===== src/rtl/rs_pkg.sv =====
// Shared types for the RS command sequencer: FSM states, command kinds, expected feedback.
// Pure declarations; no latency or flow control of its own.
package rs_pkg;

  typedef enum logic [1:0] {IDLE, DRIVE, SETTLE, CHECK} state_t;
  typedef enum logic {CMD_SET, CMD_RST} cmd_t;

  // Feedback packed as {q1, q2}
  localparam logic [1:0] FB_SET = 2'b10;
  localparam logic [1:0] FB_RST = 2'b01;

  function automatic logic [1:0] exp_fb(input cmd_t c);
    return (c == CMD_SET) ? FB_SET : FB_RST;
  endfunction

endpackage


===== src/rtl/rs_cmd_sequencer_if.sv =====
// Button, flip-flop feedback and command/status bundle of the RS command sequencer.
// Plain wires; no latency, no backpressure (commands are self-timed pulses).
interface rs_cmd_sequencer_if;

  logic       set_req;
  logic       rst_req;
  logic       q1_fb;
  logic       q2_fb;
  logic       R;
  logic       S;
  logic       busy;
  logic       conflict;
  logic       err;
  logic [7:0] err_cnt;

  modport master (
    output set_req, rst_req, q1_fb, q2_fb,
    input  R, S, busy, conflict, err, err_cnt
  );

  modport slave (
    input  set_req, rst_req, q1_fb, q2_fb,
    output R, S, busy, conflict, err, err_cnt
  );

endinterface


===== src/rtl/rs_debounce.sv =====
// Two-flop synchronizer, stability debounce and rising-edge detect for one raw button.
// Level follows input DEB_CYCLES cycles after sync; rise is a registered 1-cycle pulse; no backpressure.
module rs_debounce #(
  parameter int DEB_CYCLES = 4
) (
  input  logic clk,
  input  logic rst_n,
  input  logic din,
  output logic level,
  output logic rise
);

  localparam int CW = (DEB_CYCLES > 1) ? $clog2(DEB_CYCLES) : 1;

  logic          s1;
  logic          s2;
  logic [CW-1:0] cnt;

  always_ff @(posedge clk or negedge rst_n) begin
    if (!rst_n) begin
      s1    <= 1'b0;
      s2    <= 1'b0;
      cnt   <= '0;
      level <= 1'b0;
      rise  <= 1'b0;
    end else begin
      s1   <= din;
      s2   <= s1;
      rise <= 1'b0;
      // Any cycle agreeing with the current level restarts the stability count
      if (s2 == level) begin
        cnt <= '0;
      end else if (cnt == CW'(DEB_CYCLES - 1)) begin
        level <= s2;
        rise  <= s2;
        cnt   <= '0;
      end else begin
        cnt <= cnt + 1'b1;
      end
    end
  end

endmodule


===== src/rtl/rs_cmd_sequencer.sv =====
// Turns debounced set/reset buttons into exclusive, timed R/S pulses and checks Q1/Q2 afterwards.
// R/S rise 4+DEB_CYCLES cycles after a clean press; requests during a command queue (one per type).
module rs_cmd_sequencer
  import rs_pkg::*;
#(
  parameter int DEB_CYCLES    = 4,
  parameter int PULSE_CYCLES  = 2,
  parameter int SETTLE_CYCLES = 2
) (
  input logic              clk,
  input logic              rst_n,
  rs_cmd_sequencer_if.slave bus
);

  logic       set_lvl, set_rise;
  logic       rst_lvl, rst_rise;
  logic       unused_lvl;
  logic       pend_s, pend_r;
  logic       clr_s, clr_r;
  logic       r_q, s_q, busy_q, conflict_q, err_q;
  logic [7:0] err_cnt_q;
  logic [7:0] tcnt;
  state_t     state;
  cmd_t       cmd;

  rs_debounce #(.DEB_CYCLES(DEB_CYCLES)) u_deb_set (
    .clk(clk), .rst_n(rst_n), .din(bus.set_req), .level(set_lvl), .rise(set_rise)
  );

  rs_debounce #(.DEB_CYCLES(DEB_CYCLES)) u_deb_rst (
    .clk(clk), .rst_n(rst_n), .din(bus.rst_req), .level(rst_lvl), .rise(rst_rise)
  );

  assign unused_lvl = set_lvl ^ rst_lvl;

  // Reset has priority both in IDLE arbitration and on simultaneous events: Q1=0 is the safe state
  assign clr_r = (state == IDLE) && pend_r;
  assign clr_s = (state == IDLE) && !pend_r && pend_s;

  always_ff @(posedge clk or negedge rst_n) begin
    if (!rst_n) begin
      state      <= IDLE;
      cmd        <= CMD_SET;
      tcnt       <= '0;
      pend_s     <= 1'b0;
      pend_r     <= 1'b0;
      r_q        <= 1'b0;
      s_q        <= 1'b0;
      busy_q     <= 1'b0;
      conflict_q <= 1'b0;
      err_q      <= 1'b0;
      err_cnt_q  <= '0;
    end else begin
      conflict_q <= set_rise & rst_rise;
      pend_r     <= (pend_r & ~clr_r) | rst_rise;
      pend_s     <= (pend_s & ~clr_s) | (set_rise & ~rst_rise);

      case (state)
        IDLE: begin
          if (pend_r || pend_s) begin
            state  <= DRIVE;
            cmd    <= pend_r ? CMD_RST : CMD_SET;
            r_q    <= pend_r;
            s_q    <= !pend_r;
            busy_q <= 1'b1;
            tcnt   <= '0;
          end
        end
        DRIVE: begin
          if (tcnt == 8'(PULSE_CYCLES - 1)) begin
            state <= SETTLE;
            r_q   <= 1'b0;
            s_q   <= 1'b0;
            tcnt  <= '0;
          end else begin
            tcnt <= tcnt + 8'd1;
          end
        end
        SETTLE: begin
          if (tcnt == 8'(SETTLE_CYCLES - 1)) begin
            state <= CHECK;
            tcnt  <= '0;
          end else begin
            tcnt <= tcnt + 8'd1;
          end
        end
        CHECK: begin
          if ({bus.q1_fb, bus.q2_fb} != exp_fb(cmd)) begin
            err_q <= 1'b1;
            if (err_cnt_q != 8'hFF) err_cnt_q <= err_cnt_q + 8'd1;
          end
          state  <= IDLE;
          busy_q <= 1'b0;
        end
        default: state <= IDLE;
      endcase
    end
  end

  assign bus.R        = r_q;
  assign bus.S        = s_q;
  assign bus.busy     = busy_q;
  assign bus.conflict = conflict_q;
  assign bus.err      = err_q;
  assign bus.err_cnt  = err_cnt_q;

endmodule


===== src/flat_wrapper.sv =====
// flat-port wrapper written by rule: the top's interface ports become plain ports
module rs_cmd_sequencer_flat import rs_pkg::*;
#(
  parameter int DEB_CYCLES    = 4,
  parameter int PULSE_CYCLES  = 2,
  parameter int SETTLE_CYCLES = 2
)
  (clk, rst_n, bus_set_req, bus_rst_req, bus_q1_fb, bus_q2_fb, bus_R, bus_S, bus_busy, bus_conflict, bus_err, bus_err_cnt);
  rs_cmd_sequencer_if bus_i ();
  input logic clk;
  input logic rst_n;
  input wire logic [$bits(bus_i.set_req)-1:0] bus_set_req;
  input wire logic [$bits(bus_i.rst_req)-1:0] bus_rst_req;
  input wire logic [$bits(bus_i.q1_fb)-1:0] bus_q1_fb;
  input wire logic [$bits(bus_i.q2_fb)-1:0] bus_q2_fb;
  output wire logic [$bits(bus_i.R)-1:0] bus_R;
  output wire logic [$bits(bus_i.S)-1:0] bus_S;
  output wire logic [$bits(bus_i.busy)-1:0] bus_busy;
  output wire logic [$bits(bus_i.conflict)-1:0] bus_conflict;
  output wire logic [$bits(bus_i.err)-1:0] bus_err;
  output wire logic [$bits(bus_i.err_cnt)-1:0] bus_err_cnt;
  assign bus_i.set_req = bus_set_req;
  assign bus_i.rst_req = bus_rst_req;
  assign bus_i.q1_fb = bus_q1_fb;
  assign bus_i.q2_fb = bus_q2_fb;
  assign bus_R = bus_i.R;
  assign bus_S = bus_i.S;
  assign bus_busy = bus_i.busy;
  assign bus_conflict = bus_i.conflict;
  assign bus_err = bus_i.err;
  assign bus_err_cnt = bus_i.err_cnt;
  rs_cmd_sequencer #(.DEB_CYCLES(DEB_CYCLES), .PULSE_CYCLES(PULSE_CYCLES), .SETTLE_CYCLES(SETTLE_CYCLES)) u_core (.clk(clk), .rst_n(rst_n), .bus(bus_i));
endmodule

===== config.mk =====
export PLATFORM = sky130hd
export DESIGN_NAME = rs_cmd_sequencer_flat
export DESIGN_NICKNAME = d
export VERILOG_FILES = /design/src/rtl/rs_pkg.sv /design/src/rtl/rs_cmd_sequencer_if.sv /design/src/rtl/rs_debounce.sv /design/src/rtl/rs_cmd_sequencer.sv /design/src/flat_wrapper.sv
export SDC_FILE = /design/constraint.sdc
export NUM_CORES = 1
export LEC_CHECK = 0
export ABC_AREA = 1
export CORE_MARGIN = 10
export CORE_UTILIZATION = 50
export CTS_CLUSTER_SIZE = 25
export DETAILED_ROUTE_END_ITERATION = 16
export PLACE_DENSITY = 0.76
export SYNTH_ARGS = -nofsm -noshare
export SYNTH_HDL_FRONTEND = slang
export SYNTH_HIERARCHICAL = 1
export SYNTH_SLANG_ARGS = --single-unit

===== constraint.sdc =====
create_clock -name clk -period 1.4 [get_ports clk]
set_input_delay 0.28 -clock clk [delete_from_list [all_inputs] [get_ports clk]]
set_output_delay 0.28 -clock clk [all_outputs]
set_load 0.03 [all_outputs]

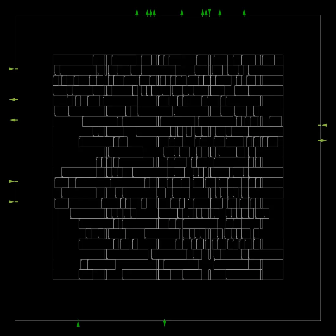
run_1/placement.png
post-layout util: 64.3%
fill count: 320
post-route insts no fill: 306
Seq cells: 38
row cnt: 22

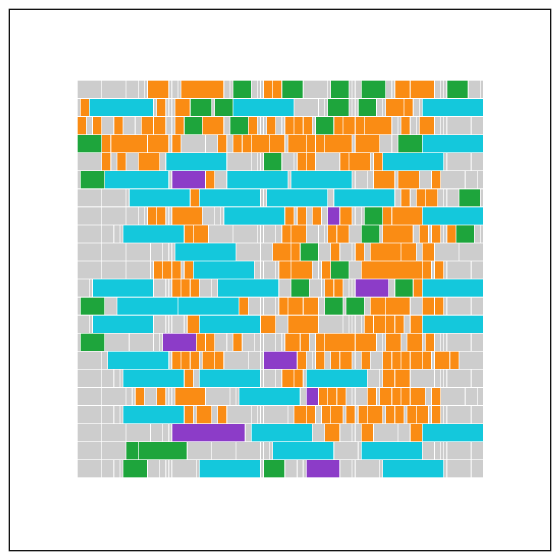
run_1/placement_by_type.png
Fill, decap, tap and diode cells in grey.
colour	class	cells
purple	clock drivers and dummy loads	8
cyan	flops	38
green	other buffers and delay cells	32
orange	combinational and other logic	180
core area: 3660 um^2
Final Instance Area: 2350 um^2
sequential cell area share: 40.5%

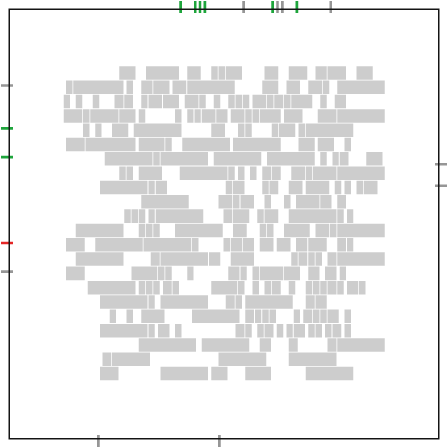
run_1/io_placement.png
Pins as bars across the die edge, other pins in grey.
colour	port	pins	direction	edge
green	bus_err_cnt	8	output	6 top, 2 left
red	bus_set_req	1	input	left
all pins by edge	10 top, 5 left, 2 right, 2 bottom

==> Slide: Implementation Results, run 1 <==
Implementation Results

Setup path
  – Slowest stage cell, crit path: dfrtp_2
  – Setup crit start kind: flip-flop
  – Cell Chain, Critical Path: clkdlybuf4s15_1
  – Worst Path Buf+Inv: 1
  – Slowest cell delay on critical path: 0.44 ns
  – Critical Path AT: 1.08 ns
  – CP max FO: 5
  – Reg2reg path depth: 7
  – Delay-heaviest family, CP: flip-flops
  – CP endpoint kind: output port
  – Worst path depth: 1
  – WP data required: 1.12 ns
  – Critical path class: flip-flop to output port

Yosys
  – Top cell area share: 50.6%
  – Synth logic family: simple AND/OR/NAND/NOR gates
  – Simple-gate share of the synthesized area: 27.9%
  – Synthesized instance count: 219
  – Synth Warn #: 6
  – Chip area in the Yosys report: 1880 um^2
  – Most common library cells after synthesis: nand2_1, dfrtp_1, inv_1, nor2_1, o21ai_0
  – Yosys cell count: 219
  – Dominant synthesized flop cell: dfrtp_1
  – Mux share: 0%
  – Post-synth seq share: 50.6%
  – Top cells by area: dfrtp_1, nand2_1, inv_1
  – Synth Register Bits: 38
  – EDFF count, synth: 0
  – Cell Type Count: 26
  – Post-synthesis async set-or-reset flop share: 100%
  – Synth Net Count: 234
  – Compound Share, Synth: 6.52%
  – Post-Synthesis Cell Area: 1880 um^2
  – Count leader, synth: nand2_1
  – Avg Cell Area, Syn: 8.59 um^2
  – Adder-Cell Fraction of Synth Area: 5.99%
  – Yosys top cell by area: dfrtp_1
  – XORs/XNORs by Area: 2.33%

Power and ir drop
  – Leakage: 1.20 nW
  – Total power: 4.63 mW
  – Pwr Density: 1970 nW/um^2
  – VDD IR max: 0.00112 V

Final timing
  – Max Clk Rate: 737 MHz
  – Min Tclk post-route: 1.36 ns
  – Final worst-path cycle share: 96.9%
  – Hold Fails Final Rpt: 0
  – RSZ-0062 raised after global routing: true
  – Post-route setup slack: 0.0440 ns
  – Least-Margin Pin Slew: 0.320 ns
  – Hold_ws: 0.356 ns
  – Final Max Tran Viols: 0
  – Max-slew headroom: 78.7%
  – Clock Skews: 0.00978 ns
  – Setup violators final: 0

CTS
  – Clock transition at path regs: 0.07 ns
  – CTS tree: yes
  – Clk buf depth: 2
  – Setup Fix Bufs, Post-CTS: 0
  – CTS H-tree lvls: 2
  – Worst-Skew Late Latency: 0.29 ns
  – Clock sink total: 38
  – Number of CTS-inserted buffers: 5
  – Root buffer cell: clkbuf_8

Cells and area
  – Synthesis-to-layout area growth: 25.1%
  – Sequential Area: 953 um^2
  – Nets: 272
  – Share of layout cells above drive strength 1: 20.5%
  – Logic area: 836 um^2
  – Inserted Diodes: 0

Drt
  – Router iterations before antenna repair: 5
  – DRC: 0
  – Vias per std cell: 4.87
  – Vias: 1490
  – Starting DRT DRC Count: 39
  – Routed WL per cell: 11.2 um
  – Antenna Violating Nets Remaining: 0
  – Drt total wl: 3.42 mm

Floorplanning
  – Die Area: 6610 um^2
  – Starting Density: 51.4%
  – Die Width: 81.3 um
  – Ports: 19
  – Chip Height: 81.3 um

Run
  – Max Cap Viol: 0
  – Tool warnings: 31

Global routing
  – Total gr overflow: 0
  – Largest net degree at the start of global routing: 39
  – Initial antenna violation count: 0
  – Vias in the first global route: 1416
  – Total track usage: 11.6%
  – First-pass GRT wire length: 6.06 mm

Place
  – DP Area: 2210 um^2
  – DP Worst Slack: -0.0418 ns
  – IO Port Bufs: 18
  – Post-DP HPWL: 2.51 mm
  – GPL Wtd Cong: 0.779

Run status
  – Status: completed

Min path
  – Hold Crit Class: flip-flop to flip-flop
  – Hold Crit Depth: 0
-- run 1: area by class of cell --
class / instances / area share, %
timing repair buffer: 32 / 11.7
multi-input combinational: 148 / 35.5
sequential: 38 / 40.5
clock buffer: 5 / 2.92
clock inverter: 3 / 1.70
tap: 48 / 2.55
inverter: 32 / 5.10
-- run 1: worst register-to-register path, cell delays in order, from the launching register on --
cell     delay [ns]
dfrtp_2        0.40
ha_2           0.23
nand3_4        0.10
nor3_1         0.15
nor2_1         0.06
buf_4          0.16
nand2_1        0.06
o21ai_1        0.06
-- run 1: flip-flops by register name (all words and copies together) (netlist names), 2 cells and up --
| signal | count |
|---|---|
| u_core/u_deb_rst/cnt | 2 |
| u_core/tcnt | 8 |
| u_core/u_deb_set/cnt | 2 |
| u_core/bus.err_cnt | 8 |
| u_core/state | 2 |
-- run 1: layout by cell type, fill, tap and decap left out, types with 6 or more instances in the layout --
cell type,n
ha_1,7
nand4_1,6
dlygate4sd2_1,6
buf_4,17
inv_1,29
nand2_1,64
o21ai_0,9
dfrtp_1,36
nor2_1,13
nand3_1,9
-- run 1: report_power, final --
part,total [mW],switching [mW],internal [mW]
clock,0.907,0.383,0.524
combinational,2.11,1.23,0.882
sequential,1.61,0.222,1.39
-- run 1: worst paths after layout --
path,slack (ns),to,from
setup / recovery,0.04,bus_err_cnt[0],u_core/bus.err_cnt[0]
min in group asynchronous,0.48,u_core/tcnt[0],rst_n
max in group asynchronous,0.73,u_core/bus.err_cnt[0],rst_n
hold reg to reg,0.36,u_core/u_deb_rst/s2,u_core/u_deb_rst/s1
setup reg to reg,0.07,u_core/bus.err_cnt[3],u_core/bus.err_cnt[0]
hold / removal,0.36,u_core/u_deb_rst/s2,u_core/u_deb_rst/s1
-- run 1: repair_timing --
| action | in CTS | in global routing |
|---|---|---|
| setup endpoints to repair | 8 | 23 |
| hold buffers | 1 | 0 |
| gates resized | 8 | 12 |
| endpoints found under the hold margin | 38 | 0 |
-- run 1: kinds of logic (layout without fill, tap and decap cells) --
kind of cell | count (synthesis) | after routing
flops | 38 | 38
fa+ha+maj | 9 | 9
buf+inv | 33 | 72
xor+xnor | 5 | 5
compound gates | 21 | 21
simple gates | 113 | 113
-- run 1: per-layer routing --
metal | wire [um] | vias up | global-route usage [%]
li1 | - | 765 | -
met1 | 1530 | 699 | 14.1
met2 | 1690 | 19 | 18.4
met3 | 121 | 7 | 2.98
met4 | 77 | 0 | 6.75
met5 | 0 | - | 0
-- run 1: through the flow --
stage	std cells	utilization, %	setup TNS (ns)
floorplan	219	-	0
global placement	297	60.4	-0.0148
detailed placement	297	60.4	-0.155
CTS	306	63.4	0
global route	306	64.3	-0.109
finish	306	64.3	0
run_1/clk_routes.png
Scale bar: 20 um.
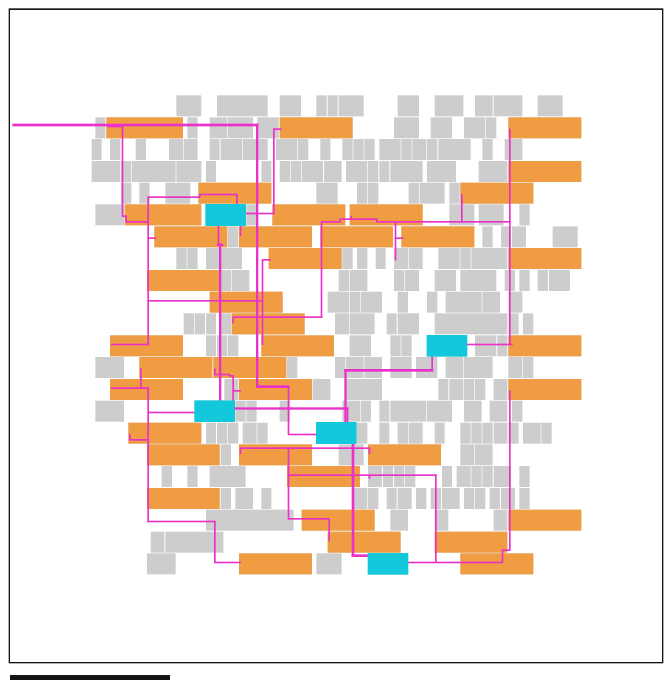

--- run 2 (diff from run 1) ---
--- a/config.mk
+++ b/config.mk
@@ -6,6 +6,7 @@
 export NUM_CORES = 1
 export LEC_CHECK = 0
 export ABC_AREA = 1
+export CORE_ASPECT_RATIO = 1.5
 export CORE_MARGIN = 10
 export CORE_UTILIZATION = 50
 export CTS_CLUSTER_SIZE = 25
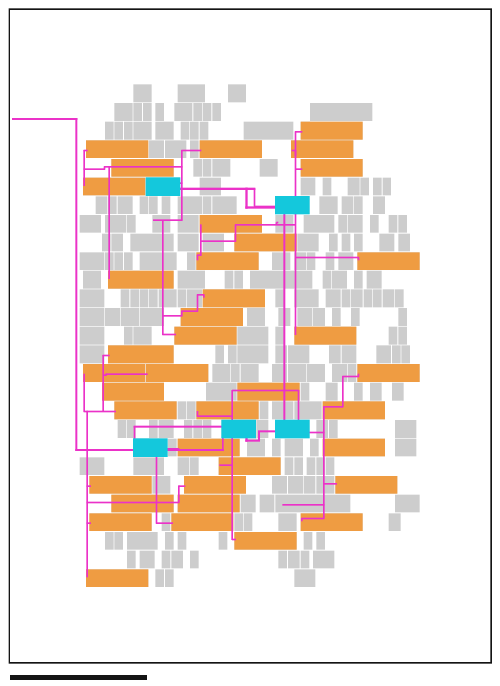
run_2/clk_routes.png
Scale bar: 20 um.
[cyan] clock drivers | count: 5
[magenta] clock wires | length: 491 um
[orange] flip-flops | count: 38
routed clock nets	6

==> Slide: Implementation Results, run 2 <==
Implementation Results

Place
  – GPL Wtd Cong: 0.839
  – IO Port Bufs: 18
  – Post-DP HPWL: 2.65 mm
  – DP Area: 2210 um^2

Drt
  – Routed WL per cell: 12.0 um
  – Vias: 1501
  – DRC: 0
  – Antenna Violating Nets Remaining: 0
  – Router iterations before antenna repair: 4
  – Vias per std cell: 4.95
  – Starting DRT DRC Count: 53
  – Drt total wl: 3.65 mm

Setup path
  – Slowest stage cell, crit path: dfrtp_2
  – WP data required: 1.12 ns
  – Critical Path AT: 1.08 ns
  – Reg2reg path depth: 5
  – CP endpoint kind: output port
  – Critical path class: flip-flop to output port
  – CP max FO: 5
  – Delay-heaviest family, CP: flip-flops
  – Setup crit start kind: flip-flop
  – Slowest cell delay on critical path: 0.43 ns
  – Cell Chain, Critical Path: clkdlybuf4s15_1
  – Worst setup startpoint: u_core/bus.err_cnt[0]
  – Worst path depth: 1
  – Worst r2r dst: u_core/bus.err
  – Crit path capture: bus_err_cnt[0]
  – Worst Path Buf+Inv: 1
  – Setup slack on the worst flop-to-flop path: 0.09 ns

Yosys
  – Synth Net Count: 234
  – Chip area in the Yosys report: 1880 um^2
  – Most common library cells after synthesis: nand2_1, dfrtp_1, inv_1, nor2_1, o21ai_0
  – Synth Register Bits: 38
  – Dominant synthesized flop cell: dfrtp_1
  – Count leader, synth: nand2_1
  – Avg Cell Area, Syn: 8.59 um^2
  – Yosys top cell by area: dfrtp_1
  – Top cell area share: 50.6%
  – Post-synthesis async set-or-reset flop share: 100%
  – EDFF count, synth: 0
  – Cell Type Count: 26
  – Synth Warn #: 6
  – Synthesized instance count: 219
  – Top cells by area: dfrtp_1, nand2_1, inv_1
  – Yosys cell count: 219

Cells and area
  – Top cells excl fill/tap: nand2_1, dfrtp_1, inv_1
  – Final Instance Area: 2390 um^2
  – Inserted Diodes: 0
  – Synthesis-to-layout area growth: 27.2%
  – Nets: 274
  – Share of layout cells above drive strength 1: 23.5%
  – Most instantiated logic cell after routing: nand2_1
  – Post-layout util: 65.6%

Final timing
  – Min Tclk post-route: 1.36 ns
  – Final worst-path cycle share: 96.9%
  – Hold Fails Final Rpt: 0
  – Hold_ws: 0.351 ns
  – Max Clk Rate: 737 MHz
  – Clock Skews: 0.00385 ns
  – Setup violators final: 0
  – Final Max Tran Viols: 0
  – Max-slew headroom: 74.8%
  – Least-Margin Pin Slew: 0.378 ns

Min path
  – Hold Crit Class: flip-flop to flip-flop

Floorplanning
  – Chip Height: 95.1 um
  – Die Area: 6660 um^2
  – Starting Density: 51.5%
  – Die Width: 70.1 um
  – Row cnt: 27
  – Core area: 3650 um^2
  – Ports: 19

Global routing
  – First-pass GRT wire length: 6.15 mm
  – Vias in the first global route: 1497
  – Initial antenna violation count: 0
  – Total gr overflow: 0
  – Largest net degree at the start of global routing: 18

Power and ir drop
  – Pwr Density: 1970 nW/um^2
  – Leakage: 1.21 nW
  – VDD IR max: 0.00138 V

CTS
  – CTS tree: yes
  – CTS H-tree lvls: 2
  – Root buffer cell: clkbuf_8
  – Number of CTS-inserted buffers: 5
  – Clock transition at path regs: 0.07 ns
  – Clock sink total: 38
  – Clk buf depth: 2

Run status
  – Status: completed

Run
  – Max Cap Viol: 0
  – Tool warnings: 30
run 2: logic make-up after synthesis:
group | count (synthesis) | share of synthesized area (%)
AOI/OAI and AO/OA | 21 | 6.52
xor gates and xnor gates | 5 | 2.33
adders and majority gates | 9 | 5.99
buffers and inverters | 33 | 6.65
DFF | 38 | 50.6
and+or+nand+nor | 113 | 27.9
run 2: worst min-delay path by stage:
stage / startpoint / end / slack, ns / cells past startpoint
6_report: u_core/u_deb_set/s1 / u_core/u_deb_set/s2 / 0.35 / 0
2_1_floorplan: rst_n / u_core/bus.R / -0.02 / 0
5_1_grt: u_core/u_deb_rst/s1 / u_core/u_deb_rst/s2 / 0.36 / 0
3_5_place_dp: rst_n / u_core/pend_r / 0.22 / 1
3_3_place_gp: rst_n / u_core/pend_r / 0.22 / 1
4_1_cts: u_core/u_deb_set/s1 / u_core/u_deb_set/s2 / 0.35 / 0
run 2: per-layer routing:
layer | routed length (um) | GRT usage (%) | up-vias
met1 | 1450 | 10.7 | 703
met3 | 137 | 3.74 | 8
met2 | 1980 | 20.5 | 23
met5 | 0 | 0 | -
met4 | 85 | 7.26 | 0
li1 | - | - | 767
run 2: timing repair:
| action | in CTS | in global routing |
|---|---|---|
| resized | 8 | 17 |
| endpoints found under the hold margin | 15 | 0 |
| setup buffers | 0 | 1 |
| endpoints found under the setup margin | 12 | 23 |
| hold buffers | 1 | 0 |
| gates cloned | 0 | 0 |
| pin swaps | 0 | 4 |
run 2: power breakdown:
part           leakage, nW  internal, mW  switching (mW)
logic                0.670         0.889            1.28
registers            0.491          1.39           0.237
clock network       0.0504         0.529           0.393
total                 1.21          2.81            1.91
run 2: layout make-up:
type                    instances  area (um^2)
multi-input cells             148          862
flip-flops and latches         38          953
repair buffers                 34          289
well taps                      43         53.8
clock buffers                   5         68.8
inverters                      32          120
fillers                       326         1260
clock inverters                 3         45.0
run 2: metrics by stage:
step	power (mW)	setup WS [ns]	TNS [ns]	cells
finish	4.72	0.0429	0	303
floorplan	2.93	0.0310	0	219
global placement	3.60	-0.00405	-0.00405	293
CTS	4.57	0.0127	0	302
detailed placement	3.66	-0.0315	-0.161	293
global route	5.10	-0.0132	-0.0211	303
Power figures rest on the tool's default switching activity, not on a simulated workload.
